## config.mk

```make
export PLATFORM = sky130hd
export DESIGN_NAME = ts_header_monitor
export DESIGN_NICKNAME = d
export VERILOG_FILES = /design/src/rtl/ts_header_monitor.sv
export SDC_FILE = /design/constraint.sdc
export NUM_CORES = 1
export LEC_CHECK = 0
export CORE_ASPECT_RATIO = 1.1
export CORE_MARGIN = 3
export CORE_UTILIZATION = 38
export DETAILED_ROUTE_END_ITERATION = 10
export GPL_TIMING_DRIVEN = 0
export PLACE_DENSITY_LB_ADDON = 0.2
export SYNTH_ARGS = -nofsm -noshare
export SYNTH_HDL_FRONTEND = slang
export SYNTH_SLANG_ARGS = --single-unit
```

## constraint.sdc

```tcl
create_clock -name clk -period 7.3 [get_ports clk]
set_input_delay 2.19 -clock clk [delete_from_list [all_inputs] [get_ports clk]]
set_output_delay 2.19 -clock clk [all_outputs]
set_load 0.02 [all_outputs]
```

## src/rtl/ts_header_monitor.sv

```systemverilog
// rtl/ts_header_monitor.sv - TS packet header parser with continuity supervision and QoS counters
module ts_header_monitor #(
    parameter int CNT_W   = 16,
    parameter int PKT_LEN = 188
) (
    input  logic             clk,
    input  logic             rst,
    input  logic [7:0]       byte_in,
    input  logic             byte_valid,
    input  logic             sync_in,
    input  logic [12:0]      mon_pid,
    input  logic             clr_cnt,
    output logic             hdr_valid,
    output logic [12:0]      pid,
    output logic             tei,
    output logic             pusi,
    output logic [1:0]       afc,
    output logic [3:0]       cc,
    output logic             cc_err,
    output logic             sync_lost,
    output logic [CNT_W-1:0] pkt_cnt,
    output logic [CNT_W-1:0] tei_cnt,
    output logic [CNT_W-1:0] cc_err_cnt,
    output logic [CNT_W-1:0] loss_cnt
);
    localparam int               IDX_W    = $clog2(PKT_LEN);
    localparam logic [IDX_W-1:0] LAST_IDX = IDX_W'(PKT_LEN - 1);
    localparam logic [12:0]      NULL_PID = 13'h1FFF;

    // State names the byte expected next: HDR1 consumes byte 1, EXPECT the next sync byte.
    typedef enum logic [2:0] {
        IDLE, HDR1, HDR2, HDR3, AFLEN, AFFLG, BODY, EXPECT
    } state_t;

    state_t           state;
    logic [IDX_W-1:0] idx;
    logic [4:0]       pid_hi;
    logic [7:0]       pid_lo;
    logic             tei_acc;
    logic             pusi_acc;
    logic [7:0]       af_len;
    logic [12:0]      mon_pid_s;
    logic [3:0]       cc_ref;
    logic             cc_ref_vld;
    logic             dup_seen;

    logic             in_pkt;
    logic             restart;
    logic             hdr_evt;
    logic             loss_evt;
    logic             cc_evt;
    logic             cc_chk;
    logic             disc;
    logic             cc_bad;
    logic             dup_next;

    function automatic logic [CNT_W-1:0] sat_inc(input logic [CNT_W-1:0] v);
        return (&v) ? v : v + CNT_W'(1);
    endfunction

    // Continuity verdict for the current packet, valid while byte 5 is presented.
    always_comb begin
        cc_chk   = (pid == mon_pid_s) && (pid != NULL_PID);
        disc     = afc[1] & (af_len != 8'd0) & byte_in[7];
        cc_bad   = 1'b0;
        dup_next = dup_seen;
        if (!cc_ref_vld || disc) begin
            dup_next = 1'b0;
        end else if (!afc[0]) begin
            cc_bad = (cc != cc_ref);
        end else if (cc == cc_ref + 4'd1) begin
            dup_next = 1'b0;
        end else if (cc == cc_ref) begin
            cc_bad   = dup_seen;
            dup_next = 1'b1;
        end else begin
            cc_bad   = 1'b1;
            dup_next = 1'b0;
        end
    end

    // Event strobes shared by the parser and the statistics counters.
    always_comb begin
        in_pkt   = (state != IDLE) && (state != EXPECT);
        restart  = byte_valid && sync_in && in_pkt;
        hdr_evt  = byte_valid && !sync_in && (state == HDR3);
        cc_evt   = byte_valid && !sync_in && (state == AFFLG) && cc_chk && cc_bad;
        loss_evt = restart || (byte_valid && !sync_in && (state == EXPECT));
    end

    // Packet framing FSM with header field capture and CC reference tracking.
    always_ff @(posedge clk or negedge rst) begin
        if (!rst) begin
            state      <= IDLE;
            idx        <= '0;
            pid_hi     <= '0;
            pid_lo     <= '0;
            tei_acc    <= 1'b0;
            pusi_acc   <= 1'b0;
            af_len     <= '0;
            mon_pid_s  <= '0;
            cc_ref     <= '0;
            cc_ref_vld <= 1'b0;
            dup_seen   <= 1'b0;
            hdr_valid  <= 1'b0;
            pid        <= '0;
            tei        <= 1'b0;
            pusi       <= 1'b0;
            afc        <= '0;
            cc         <= '0;
            cc_err     <= 1'b0;
            sync_lost  <= 1'b0;
        end else begin
            hdr_valid <= 1'b0;
            cc_err    <= 1'b0;
            sync_lost <= 1'b0;
            if (byte_valid) begin
                idx <= idx + IDX_W'(1);
                if (restart) begin
                    state     <= HDR1;
                    idx       <= IDX_W'(1);
                    sync_lost <= 1'b1;
                end else begin
                    case (state)
                        IDLE: begin
                            idx <= '0;
                            if (sync_in) begin
                                state <= HDR1;
                                idx   <= IDX_W'(1);
                            end
                        end
                        HDR1: begin
                            tei_acc  <= byte_in[7];
                            pusi_acc <= byte_in[6];
                            pid_hi   <= byte_in[4:0];
                            state    <= HDR2;
                        end
                        HDR2: begin
                            pid_lo    <= byte_in;
                            mon_pid_s <= mon_pid;
                            if (mon_pid != mon_pid_s) begin
                                cc_ref_vld <= 1'b0;
                                dup_seen   <= 1'b0;
                            end
                            state <= HDR3;
                        end
                        HDR3: begin
                            pid       <= {pid_hi, pid_lo};
                            tei       <= tei_acc;
                            pusi      <= pusi_acc;
                            afc       <= byte_in[5:4];
                            cc        <= byte_in[3:0];
                            hdr_valid <= 1'b1;
                            state     <= AFLEN;
                        end
                        AFLEN: begin
                            af_len <= byte_in;
                            state  <= AFFLG;
                        end
                        AFFLG: begin
                            if (cc_chk) begin
                                cc_err     <= cc_bad;
                                cc_ref     <= cc;
                                cc_ref_vld <= 1'b1;
                                dup_seen   <= dup_next;
                            end
                            state <= BODY;
                        end
                        BODY: begin
                            if (idx == LAST_IDX) begin
                                state <= EXPECT;
                                idx   <= '0;
                            end
                        end
                        EXPECT: begin
                            if (sync_in) begin
                                state <= HDR1;
                                idx   <= IDX_W'(1);
                            end else begin
                                state     <= IDLE;
                                idx       <= '0;
                                sync_lost <= 1'b1;
                            end
                        end
                        default: begin
                            state <= IDLE;
                            idx   <= '0;
                        end
                    endcase
                end
            end
        end
    end

    // Saturating QoS counters; a clear request overrides any same-cycle increment.
    always_ff @(posedge clk or negedge rst) begin
        if (!rst) begin
            pkt_cnt    <= '0;
            tei_cnt    <= '0;
            cc_err_cnt <= '0;
            loss_cnt   <= '0;
        end else if (clr_cnt) begin
            pkt_cnt    <= '0;
            tei_cnt    <= '0;
            cc_err_cnt <= '0;
            loss_cnt   <= '0;
        end else begin
            if (hdr_evt)            pkt_cnt    <= sat_inc(pkt_cnt);
            if (hdr_evt && tei_acc) tei_cnt    <= sat_inc(tei_cnt);
            if (cc_evt)             cc_err_cnt <= sat_inc(cc_err_cnt);
            if (loss_evt)           loss_cnt   <= sat_inc(loss_cnt);
        end
    end

endmodule

```

final_clocks.png
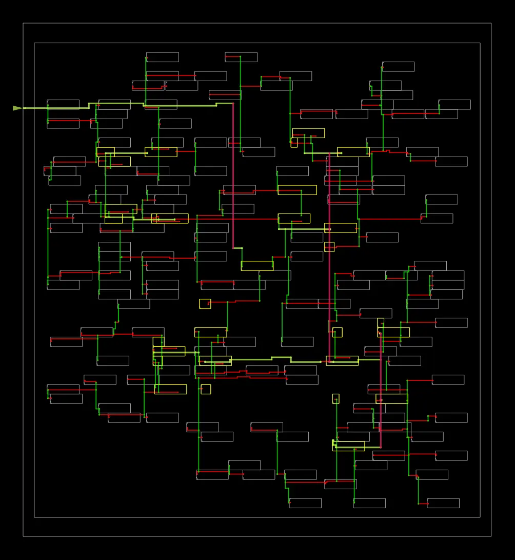
CTS Buf Count: 17
Worst Clk Skew: 0.00683 ns
seq_cells: 141
Clock Sink Count: 141

metal_stack.png
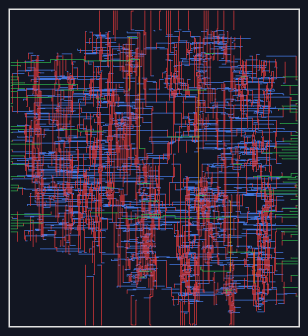
[orange] met4 | wire length: 173 µm
[green] met3 | wire length: 762 µm
[red] met2 | wire length: 8710 µm
[blue] met1 | wire length: 7540 µm

==> GITHUB_STEP_SUMMARY <==
### Yosys + OpenROAD results

| Metric | Value |
|---|---|
| Clock Tree Root | `clkbuf_16` |
| Most common cell on crit path | `nor3_1` |
| Residual DRC | `0` |
| Mean Syn Cell Area | `around 11 µm²` |
| Share of layout cells above drive strength 1 | `0.137` |
| Sequential Power | `1.09 mW` |
| Cell total in the yosys stat output | `around 650` |
| DIE WIDTH | `approximately 130 µm` |
| Top cell excl fill/tap | `dfrtp_1` |
| CTS tree | `built` |
| FF-to-FF setup slack | `between 4 and 5 ns` |
| Via count | `5417` |
| H-tree depth | `4` |
| Xor+xnor area frac | `0.0968` |
| Number of synthesized flops with an enable pin | `0` |
| Worst-Margin Slew | `1.28 ns` |
| # IOs | `114` |
| Largest combinational cell category by area | `simple AND/OR/NAND/NOR gates` |
| Critical Setup Path Class | `in2reg` |
| Post-synthesis sequential area ratio | `0.513` |
| RSZ-0062 raised after global routing | `no` |
| Clk slew on worst S/H paths | `0.06 ns` |
| Fmax | `0.215 GHz` |
| Power per cell area | `286 nW/µm²` |
| Prevailing post-synth register cell | `dfrtp_1` |
| Gate Count Post-Synth | `650` |
| Pint | `between 1.5 and 2 mW` |
| GPL Wtd Cong | `0.801` |
| Crit. Startpoint | `byte_valid` |
| Registers, synthesis | `about 140` |
| Simple-Gate Area Share | `0.191` |
| Post-Route Setup TNS | `0 ns` |
| Top cell area share | `0.513` |
| Hold buffer count at CTS | `0` |
| Critical Path Max Stage Delay | `0.63 ns` |
| Max_cap viols | `0` |
| Switch Pwr | `around 0.78 mW` |
| Post-synthesis adder-cell area fraction | `0.0109` |
| 1st-iter DRT viols | `220` |
| Init Core Util | `0.396` |
| Aoi share | `0.0604` |
| Final Hold Vio Count | `0` |
| Combinational share of power | `0.250` |
| Tmin final | `roughly 4.7 ns` |
| Initial antenna violation count | `0` |
| Postcts setup bufs | `0` |
| Crit end category | `register` |
| First-pass GRT wire length | `about 28000 µm` |
| Hold Path Class | `reg2reg` |
| Pin count of the biggest net entering global routing | `80` |
| Static Leak | `3.65 nW` |
| Async set-reset flop share out of synthesis | `1.00` |
| Clk ins delay skew pair | `0.42 ns` |
| Chip area | `~20000 µm²` |
| Count leader, synth | `dfrtp_1` |
| Most frequent cells in the layout | `dfrtp_1, clkdlybuf4s50_1, nor2_1, mux2_2, nand2_1` |
| Status | `finished clean` |
| Largest delay contributor family on the critical path | `simple AND/OR/NAND/NOR gates` |
| Overall power | `2.54 mW` |
| Switching share of power | `0.308` |
| Critical path launch point type | `input pin` |
| Post-CTS sizing | `0` |
| WP data arrival | `4.94 ns` |
| P&R area growth vs syn | `29.0%` |
| Gr usage total | `0.179` |
| Max VDD drop | `0.182 mV` |
| Most frequent cells after synthesis | `dfrtp_1, nor2_1, mux2_2` |
gate_families.png
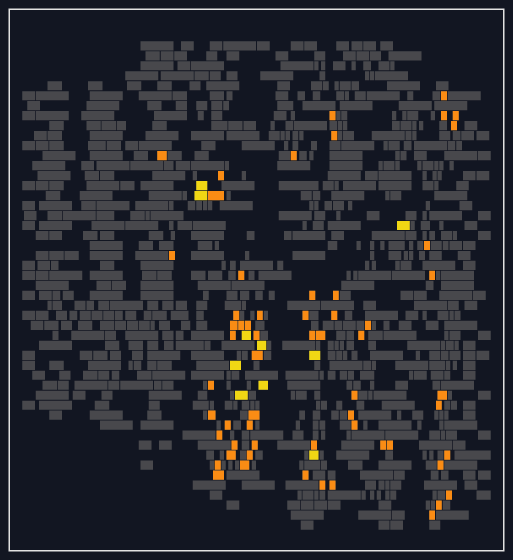
[yellow] AND-OR and OR-AND gates | cells: 10
[orange] inverting AOI/OAI gates | cells: 59 | most used: o21ai_0

## through the flow
stage / cells / cell area, µm²
floorplan: 650 / 6880
finish: 1027 / 8870
global route: 1027 / 8870
detailed placement: 997 / 8320
global placement: 996 / 8290
CTS: 1027 / 8870
## sequential cells by signal, summed over array words and instances, names as in the netlist, 2 cells and up
| name | count |
|---|---|
| cc_err_cnt | 16 |
| idx | 8 |
| pid_hi | 5 |
| pid | 13 |
| mon_pid_s | 13 |
| cc | 4 |
| af_len | 8 |
| afc | 2 |
| pkt_cnt | 16 |
| tei_cnt | 16 |
| state | 3 |
| pid_lo | 8 |
| loss_cnt | 16 |
| cc_ref | 4 |
## path summary, 6_finish.rpt
kind,end,depth (start not counted)
worst min register to register,af_len[2],1
max in group asynchronous,cc[3],2
worst max-delay path,pkt_cnt[14],9
worst min-delay path,af_len[2],1
min in group asynchronous,loss_cnt[12],1
worst max register to register,cc_err_cnt[12],7
## worst reg2reg max path: cells and delay by family (launching register included)
kind | cells | cell delay (ns)
AND/OR/NAND/NOR | 5 | 1.87
flip-flops | 1 | 0.45
XOR/XNOR | 1 | 0.20
multiplexers | 1 | 0.32
## layer usage
metal,part of all wire,global-route usage
met1,0.44,0.223
met2,0.51,0.313
met3,0.044,0.0435
met4,0.010,0.0407
met5,0,0
## layout make-up
cell class / instances / area (µm²)
repair buffers: 113 / 1150
multi-input cells: 471 / 3200
clock inverters: 10 / 92.6
well taps: 234 / 293
fillers: 1578 / 8520
plain buffers: 23 / 97.6
inverters: 15 / 56.3
clock buffers: 20 / 457
flip-flops and latches: 141 / 3530
Power figures rest on the tool's default switching activity, not on a simulated workload.
